## src/rtl/bgm_pkg.sv

```systemverilog
// Shared definitions for the background-music sequencer: ROM word fields,
// reserved note codes and the playback state encoding.
package bgm_pkg;

   localparam int NOTE_W   = 6;
   localparam int DUR_W    = 6;
   localparam int CODE_MSB = 11;
   localparam int CODE_LSB = 6;
   localparam int DUR_MSB  = 5;
   localparam int DUR_LSB  = 0;

   localparam logic [NOTE_W-1:0] NOTE_REST = 6'd0;
   localparam logic [NOTE_W-1:0] NOTE_END  = 6'd63;

   typedef enum logic [2:0] {
      ST_IDLE,
      ST_FETCH,
      ST_LATCH,
      ST_PLAY,
      ST_DONE
   } state_e;

endpackage

```

## src/rtl/bgm_beat_timer.sv

```systemverilog
// Beat period counter: counts 0..BEAT_CYCLES-1 while not held and emits a
// one-cycle tick on the last count; clr restarts the beat from zero.
module bgm_beat_timer #(
   parameter int BEAT_CYCLES = 12500000
) (
   input  logic clk,
   input  logic rst,
   input  logic clr,
   input  logic hold,
   output logic tick
);

   localparam int                CNT_W = (BEAT_CYCLES > 2) ? $clog2(BEAT_CYCLES) : 1;
   localparam logic [CNT_W-1:0]  LAST  = CNT_W'(BEAT_CYCLES - 1);

   logic [CNT_W-1:0] r_cnt;
   logic             w_wrap;

   assign w_wrap = (r_cnt == LAST);

   // NOTE: sequential state uses non-blocking assignments so every register
   // samples the pre-edge values of its neighbours.
   always_ff @(posedge clk or posedge rst) begin
      if (rst) begin
         r_cnt <= '0;
      end else if (clr) begin
         r_cnt <= '0;
      end else if (!hold) begin
         r_cnt <= w_wrap ? '0 : r_cnt + CNT_W'(1);
      end
   end

   assign tick = !clr && !hold && w_wrap;

endmodule

```

## src/rtl/bgm_sequencer.sv

```systemverilog
// Background-music playback controller: fetches note entries from a ROM,
// holds each note for its duration in beats, and handles pause/stop/loop.
module bgm_sequencer
   import bgm_pkg::*;
#(
   parameter int ADDR_WIDTH  = 16,
   parameter int DATA_WIDTH  = 12,
   parameter int BEAT_CYCLES = 12500000,
   parameter int START_ADDR  = 0
) (
   input  logic                  clk,
   input  logic                  rst,
   input  logic                  start,
   input  logic                  stop,
   input  logic                  pause,
   input  logic                  loop_en,
   output logic                  rom_en,
   output logic [ADDR_WIDTH-1:0] rom_addr,
   input  logic [DATA_WIDTH-1:0] rom_data,
   output logic [NOTE_W-1:0]     note_code,
   output logic                  note_valid,
   output logic                  busy,
   output logic                  done
);

   localparam logic [ADDR_WIDTH-1:0] ADDR_START = ADDR_WIDTH'(START_ADDR);
   localparam logic [ADDR_WIDTH-1:0] ADDR_MAX   = '1;

   state_e                  r_state;
   state_e                  w_next;
   logic [ADDR_WIDTH-1:0]   r_addr;
   logic [NOTE_W-1:0]       r_note;
   logic [DUR_W-1:0]        r_dur;

   logic [NOTE_W-1:0]       w_code;
   logic [DUR_W-1:0]        w_dur;
   logic                    w_tick;
   logic                    w_adv;
   logic                    w_last;
   logic                    w_end;

   assign w_code = rom_data[CODE_MSB:CODE_LSB];
   assign w_dur  = rom_data[DUR_MSB:DUR_LSB];

   bgm_beat_timer #(
      .BEAT_CYCLES (BEAT_CYCLES)
   ) u_beat_timer (
      .clk  (clk),
      .rst  (rst),
      .clr  (r_state != ST_PLAY),
      .hold (pause),
      .tick (w_tick)
   );

   // Advance to the next entry: a zero-length entry is skipped, or the last beat
   // of the current note expired. Advancing past the top address ends the song.
   assign w_adv  = ((r_state == ST_LATCH) && (w_code != NOTE_END) && (w_dur == '0)) ||
                   ((r_state == ST_PLAY) && w_tick && (r_dur == DUR_W'(1)));
   assign w_last = (r_addr == ADDR_MAX);
   assign w_end  = ((r_state == ST_LATCH) && (w_code == NOTE_END)) || (w_adv && w_last);

   always_ff @(posedge clk or posedge rst) begin
      if (rst) begin
         r_state <= ST_IDLE;
      end else begin
         r_state <= w_next;
      end
   end

   // NOTE: w_next gets a default before the case so no path leaves it unassigned
   // and no latch is inferred.
   always_comb begin
      w_next = r_state;
      unique case (r_state)
         ST_IDLE:  if (start) w_next = ST_FETCH;
         ST_FETCH: w_next = ST_LATCH;
         ST_LATCH: w_next = ST_PLAY;
         ST_PLAY:  w_next = ST_PLAY;
         ST_DONE:  w_next = ST_IDLE;
         default:  w_next = ST_IDLE;
      endcase
      if (w_adv) w_next = ST_FETCH;
      if (w_end) w_next = loop_en ? ST_FETCH : ST_DONE;
      if (stop)  w_next = ST_IDLE;
   end

   // Note and address survive FETCH/LATCH of the next entry so there is no gap.
   always_ff @(posedge clk or posedge rst) begin
      if (rst) begin
         r_addr <= ADDR_START;
         r_note <= NOTE_REST;
         r_dur  <= '0;
      end else if (stop) begin
         r_addr <= ADDR_START;
         r_note <= NOTE_REST;
      end else begin
         if ((r_state == ST_IDLE) && start) r_addr <= ADDR_START;
         if ((r_state == ST_LATCH) && !w_end && !w_adv) begin
            r_note <= w_code;
            r_dur  <= w_dur;
         end
         if (w_tick) r_dur <= r_dur - DUR_W'(1);
         if (w_adv && !w_last) r_addr <= r_addr + ADDR_WIDTH'(1);
         if (w_end) begin
            r_addr <= ADDR_START;
            if (!loop_en) r_note <= NOTE_REST;
         end
      end
   end

   always_comb begin
      rom_en     = (r_state == ST_FETCH);
      rom_addr   = r_addr;
      busy       = (r_state != ST_IDLE) && (r_state != ST_DONE);
      done       = (r_state == ST_DONE);
      note_code  = pause ? NOTE_REST : r_note;
      note_valid = (r_note != NOTE_REST) && !pause && busy;
   end

endmodule

```

## config.mk

```make
export PLATFORM = sky130hd
export DESIGN_NAME = bgm_sequencer
export DESIGN_NICKNAME = d
export VERILOG_FILES = /design/src/rtl/bgm_pkg.sv /design/src/rtl/bgm_beat_timer.sv /design/src/rtl/bgm_sequencer.sv
export SDC_FILE = /design/constraint.sdc
export NUM_CORES = 1
export LEC_CHECK = 0
export ABC_CLOCK_PERIOD_IN_PS = 3600
export CORE_ASPECT_RATIO = 1.25
export CORE_UTILIZATION = 55
export CTS_CLUSTER_DIAMETER = 150
export DETAILED_ROUTE_END_ITERATION = 10
export GPL_ROUTABILITY_DRIVEN = 0
export PLACE_DENSITY_LB_ADDON = 0.05
export SLEW_MARGIN = 30
export SYNTH_ARGS = -nofsm -noshare
export SYNTH_HDL_FRONTEND = slang
export SYNTH_HIERARCHICAL = 1
export SYNTH_SLANG_ARGS = --single-unit
```

## constraint.sdc

```tcl
create_clock -name clk -period 3.6 [get_ports clk]
set_input_delay 1.08 -clock clk [delete_from_list [all_inputs] [get_ports clk]]
set_output_delay 1.08 -clock clk [all_outputs]
set_load 0.05 [all_outputs]
```

**Cell outlines without signal wires**

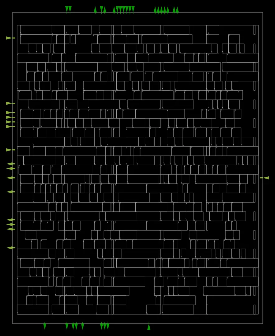
Tap Cells: 82
# rows: 31

**Routed metal, one color a layer**

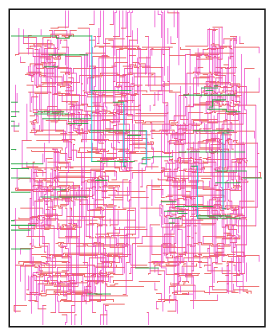
Magenta stands for M2, wire length 4890 µm. Red stands for M1, wire length 3630 µm. Green stands for M3, wire length 359 µm. Cyan stands for M4, wire length 101 µm.

**Routed clock nets over the placement**

The bar under the picture is 20 µm long.
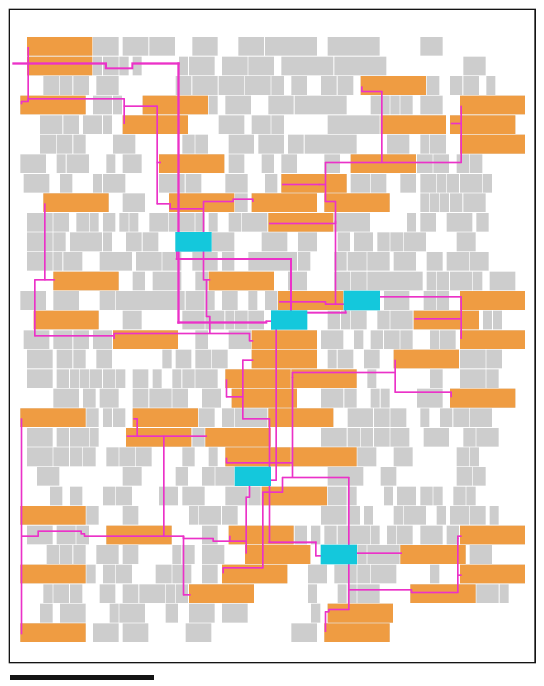
Cyan stands for clock-net drivers, count 5. Orange stands for flip-flops, count 55. Magenta stands for clock wires, length 690 µm.
There are 6 routed clock nets. Position of the flops: widely spread.

==> out/qor.yml <==
final_timing:
  tightest_slew_ps: 678
  finalCritPeriodShare: 0.947
  rsz0062_at_grt: "no"
  drv_slew: 0
  setup_viol: 0
  setup_tns_ps: 0
floorplan:
  core-area_um2: 5930
  ioPinCount: 44
  dieArea_um2: 6620
  die_h_um: 90.8
  fp.dieW_um: 73
global_route:
  grt_max_degree: 32
  grt_overflow_total: 0
  antenna_found_initial: 0
clock_network:
  postCtsSetupRepairBufs: 0
  cts_tree: "yes"
  cts_hold_buf: 0
  clockBufferDepth: 2
  clock_latency_ps: 310
  cts_buffers: 5
  clkTransAtPathRegs_ps: 100
cells_and_area:
  final_cells: 524
  layout_top_cell: "dfrtp_1"
  layout-drive-gt1-share: 0.0995
  final_core_util: 0.706
drt:
  via_per_inst: 6.45
  drt-initial-drc-count: 210
  remaining_drc_errors: 0
  vias: 3379
power_and_ir_drop:
  power_density_nw_per_um2: 300
  leakage_nw: 1.67
  power.total_w: 0.00126
  ir_worst_vdd_v: 0.000243
placed_design:
  dp.cells: 516
  port_buffers: 43
synth:
  syn_area_um2: 3470
  yosys_cells: 394
  synth-edff-count: 0
worst_setup_path:
  path_class: "in2out"
  regToRegEndpoint: "rom_addr[15]$_DFFE_PP0P_"
  cp-startpoint: "pause"
  cp-end-kind: "output port"
  crit_required_ps: 2520
  cp.arrival_ps: 2330
  start_kind: "input port"
min_path:
  worstHoldEndpoint: "rom_addr[15]$_DFFE_PP0P_"
  hp-start: "rom_addr[15]$_DFFE_PP0P_"
outcome:
  outcome: "completed"
**Pin map**

Pins as bars across the die edge, other pins in gray.
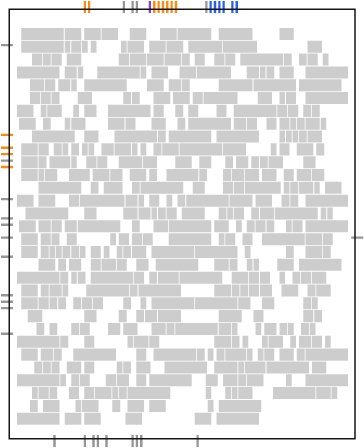
Orange stands for rom_data, pins 12, direction input, edge 8 top, 4 left. Blue stands for note_code, pins 6, direction output, edge top. Purple stands for done, pins 1, direction output, edge top.
All pins by edge: 19 top, 15 left, 9 bottom, 1 right.

**Placement by cell class**

Fill, decap, tap and diode cells in gray.
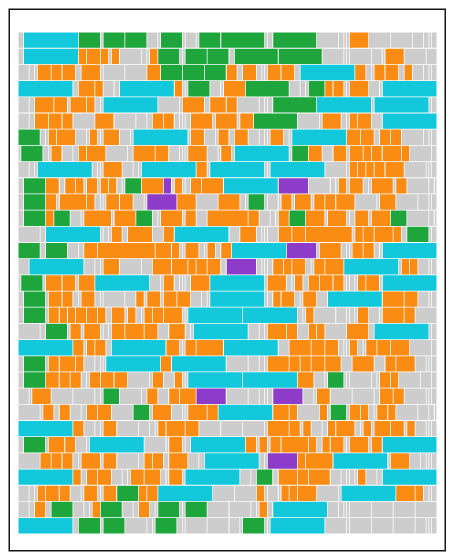
Purple stands for clock drivers and dummy loads, cells 8, share of their area 2.4%. Cyan stands for registers, cells 55, share of their area 34%. Green stands for remaining buffers and delay cells, cells 56, share of their area 15%. Orange stands for remaining logic cells, cells 323, share of their area 49%.

## worst max-delay path, stage by stage
cell and delay (ps):
clkdlybuf4s50_1 520, buf_4 220, nor3_1 320, buf_12 180
## sequential cells by signal (all words and copies together), names as in the netlist
signal / flops
r_dur: 6
rom_addr: 16
u_beat_timer/r_cnt: 24
r_note: 6
r_state: 3
## stage by stage
stage	setup slack (ps)	cell area, µm²
floorplan	343	3470
global placement	130	4090
detailed placement	37.6	4090
CTS	175	4190
global route	15.8	4190
finish	192	4190
## how the worst max path moves through the flow
stage	to	slack (ps)	cells after the start
3_5_place_dp	rom_addr[15]$_DFFE_PP0P_	40	7
5_1_grt	rom_addr[15]$_DFFE_PP0P_	20	9
3_3_place_gp	rom_addr[15]$_DFFE_PP0P_	130	7
2_1_floorplan	note_valid	340	1
6_report	note_valid	190	4
4_1_cts	note_valid	180	4
## cell usage after synthesis, types with 3 or more instances
library cell / n / area [µm²]
dfrtp_1: 55 / 1380
nand3_1: 34 / 170
nand2_1: 25 / 93.8
nor2_1: 25 / 93.8
nor3_1: 24 / 120
inv_1: 22 / 82.6
nand4_1: 18 / 113
a31oi_1: 16 / 100
a21oi_1: 15 / 75.1
o21ai_0: 15 / 75.1
nor2b_1: 11 / 68.8
clkbuf_1: 10 / 37.5
mux2i_1: 7 / 70.1
nor4_1: 7 / 43.8
and3_1: 6 / 37.5
o32ai_1: 6 / 52.6
a311oi_1: 5 / 43.8
and4_1: 5 / 43.8
or3_1: 5 / 31.3
or4_1: 5 / 37.5
a41oi_1: 4 / 35.0
ha_1: 4 / 50.1
o211ai_1: 4 / 30.0
o22a_1: 4 / 35.0
a211oi_1: 3 / 22.5
a21o_1: 3 / 22.5
a32o_1: 3 / 30.0
xnor2_1: 3 / 26.3
xor2_1: 3 / 26.3
## layout make-up
| type | count | area [µm²] | area share |
|---|---|---|---|
| multi-input cells | 299 | 1920 | 0.459 |
| flip-flops and latches | 55 | 1380 | 0.329 |
| repair buffers | 56 | 598 | 0.143 |
| well taps | 82 | 103 | 0.0245 |
| clock buffers | 8 | 100 | 0.0239 |
| inverters | 24 | 90.1 | 0.0215 |
## power by group
| part | internal [W] | total (W) | switching, W |
|---|---|---|---|
| clock network | 0.000176 | 0.000375 | 0.000199 |
| registers | 0.000645 | 0.000677 | 0.0000311 |
| logic | 0.0000842 | 0.000207 | 0.000123 |
| total | 0.000906 | 0.00126 | 0.000353 |
## cell families (layout without fill, tap and decap cells)
family	count (synthesis)	in the layout	share of synthesized area
AND-OR/OR-AND	97	97	0.205
XOR/XNOR	6	6	0.0152
adder cells (fa/ha/maj)	4	4	0.0144
buffers and inverters	40	88	0.0484
flip-flops	55	55	0.397
multiplexers	7	7	0.0202
AND/OR/NAND/NOR	185	185	0.300
## routing by layer
layer,track usage,vias up,wire [µm]
li1,-,1600,-
met1,0.339,1678,3630
met2,0.488,91,4890
met3,0.0458,10,358
met4,0.124,0,100
met5,0,-,0
No activity file was given, so power comes from the tool's default toggle rates.
